==> run_1/clk_routes.png <==
(6 px per micron)
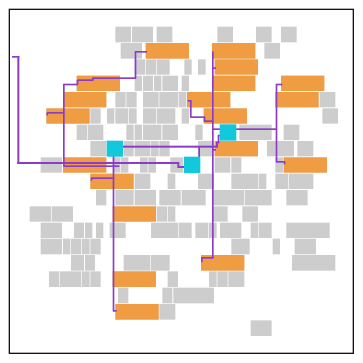
==> run_1/congestion.png <==
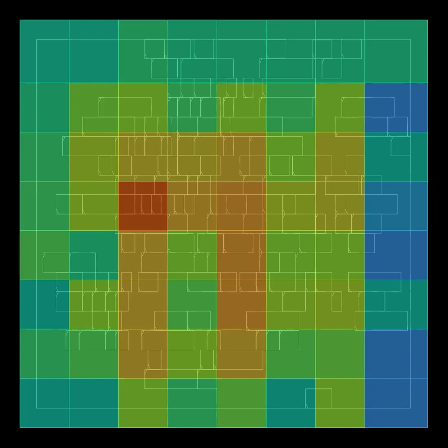
==> run_1/flops_by_reg.png <==
(4 px per micron) Other sequential cells in the stronger grey, the rest of the logic in the fainter grey.
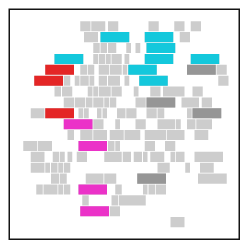
==> config.mk <==
export PLATFORM = sky130hd
export DESIGN_NAME = binary_octal_decoder_seq_flat
export DESIGN_NICKNAME = d
export VERILOG_FILES = /design/src/rtl/binary_octal_decoder_seq_pkg.sv /design/src/rtl/binary_octal_decoder_seq_if.sv /design/src/rtl/binary_octal_decoder_seq_counter.sv /design/src/rtl/binary_octal_decoder_seq.sv /design/src/flat_wrapper.sv
export SDC_FILE = /design/constraint.sdc
export NUM_CORES = 1
export LEC_CHECK = 0
export CORE_MARGIN = 2
export CORE_UTILIZATION = 35
export CTS_CLUSTER_DIAMETER = 50
export DETAILED_ROUTE_END_ITERATION = 8
export HOLD_SLACK_MARGIN = 0.03
export PLACE_DENSITY_LB_ADDON = 0.2
export SETUP_SLACK_MARGIN = 0.1
export SYNTH_ARGS = -nofsm -noshare
export SYNTH_HDL_FRONTEND = slang
export SYNTH_SLANG_ARGS = --single-unit
==> constraint.sdc <==
create_clock -name clk -period 2 [get_ports clk]
set_clock_uncertainty 0.05 [all_clocks]
set_input_delay 0.3 -clock clk [delete_from_list [all_inputs] [get_ports clk]]
set_output_delay 0.3 -clock clk [all_outputs]
set_load 0.1 [all_outputs]
==> flow_metrics.env, run 1 <==
# source this file to load flow results
export IMPL_status="finished clean"
export IMPL_maxCapViolCount=0
export IMPL_setup_viol=0
export IMPL_worstMarginPinSlew_ns=0.566
export IMPL_crit_family="buffers and inverters"
export IMPL_yosys_warnings=0
export IMPL_die_x_microns=57.1
export IMPL_p_per_area_nw_per_um2=1100
export IMPL_seqPwrFrac_pct=33.0
export IMPL_grt_usage_pct=13.2
export IMPL_vias=909
export IMPL_placed_area_sq_um=1250
export IMPL_finalHoldViolations=0
export IMPL_grt_pass1_vias=772
export IMPL_top_layer="met4"
export IMPL_ys_sh_mux_pct=1.01
export IMPL_warning_count=29
export IMPL_rows=19
export IMPL_p_leak_nw=0.501
export IMPL_cts_tree="built"
export IMPL_synth_seq_share_pct=38.5
export IMPL_largest_cell_class="combinational gates"
export IMPL_synth_top_area_share_pct=38.5
export IMPL_fin_cells=171
export IMPL_critPathMaxStageDelay_ns=0.68
export IMPL_maxSlewViolCount=0
export IMPL_clock_latency_ns=0.29
export IMPL_setup_slack_ns=0.228
export IMPL_taps=31
export IMPL_drc=0
export IMPL_min_path_cells=2
export IMPL_post_cts_resized=0
export IMPL_edf_count=0
About clk_routes.png:
Key: clock drivers = cyan [count 3]; flip-flops = orange [count 19]; clock wires = purple [length 220 microns]
There are 4 routed clock nets.
Clk pwr share: 13.2%
Clk power: 0.185 mW

About congestion.png:
met1 usage: 17.3%
GR Util met2: 20.2%

About flops_by_reg.png:
Key: u_core.u_hold_cnt.count_q = magenta [flops 4]; u_core.bus.out = cyan [flops 8]; u_core.code_q = red [flops 3]
Another 4 sequential cells are not coloured.
register area: 380 sq um
Seq area share: 29.8%
final core utilization: 47.0%
Seq. pwr: 0.463 mW

==> run 2, diff against run 1 <==
Settings changed: PLACE_DENSITY_LB_ADDON 0.2 to unset.
==> run 2 against run 1 <==
Effect of this change: synthesized cell count is the same; clock-buffer cell count decreased by 1; flip-flop count stayed put; total power up 0.87%; maximum frequency decreased by 0.27%; sequential power about the same; area after synthesis did not move; die size unchanged; critical endpoint unchanged; largest power group unchanged.
==> flow_metrics.env, run 2 <==
# source this file to load flow results
export IMPL_status="finished clean"
export IMPL_ys_sh_mux_pct=1.01
export IMPL_p_leak_nw=0.514
export IMPL_top_layer="met4"
export IMPL_worstMarginPinSlew_ns=0.572
export IMPL_maxCapViolCount=0
export IMPL_min_path_cells=2
export IMPL_yosys_warnings=0
export IMPL_fin_cells=173
export IMPL_synth_seq_share_pct=38.5
export IMPL_drc=0
export IMPL_post_cts_resized=0
export IMPL_largest_cell_class="combinational gates"
export IMPL_crit_family="flip-flops"
export IMPL_vias=927
export IMPL_gr_usage_met2_pct=27.1
export IMPL_p_per_area_nw_per_um2=1090
export IMPL_die_x_microns=57.1
export IMPL_edf_count=0
export IMPL_placed_area_sq_um=1260
export IMPL_setup_slack_ns=0.223
export IMPL_power_clock_mw=0.197
export IMPL_grt_pass1_vias=885
export IMPL_setup_viol=0
export IMPL_dp_slack_ns=0.178
export IMPL_synth_top_area_share_pct=38.5
export IMPL_clockPowerShare_pct=13.9
export IMPL_rows=19
export IMPL_seqPwrFrac_pct=32.8
export IMPL_clock_latency_ns=0.30
export IMPL_met1_usage_pct=14.8
export IMPL_taps=31
==> run_2/flops_by_reg.png <==
(4 px per micron) Other sequential cells in the stronger grey, the rest of the logic in the fainter grey.
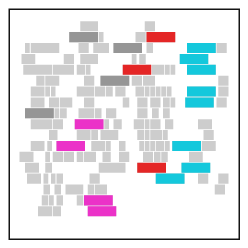
Key: u_core.bus.out = cyan [flops 8]; u_core.u_hold_cnt.count_q = magenta [flops 4]; u_core.code_q = red [flops 3]
Seq area share: 29.5%
Seq. pwr: 0.464 mW

==> run_2/congestion.png <==
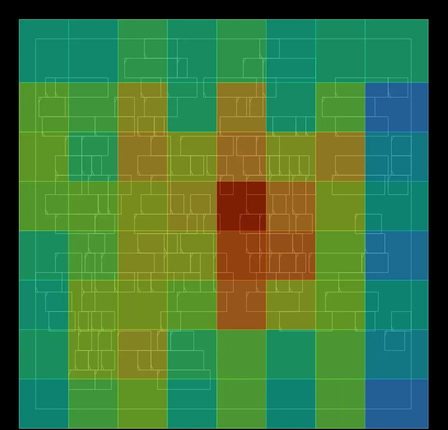
DR WL/cell: 12.1 microns
GRT busiest layer: met2
overall routing resource usage: 14.2%
met3 usage: 3.63%
final core utilization: 47.6%

Power is estimated from default activity; no workload was simulated.
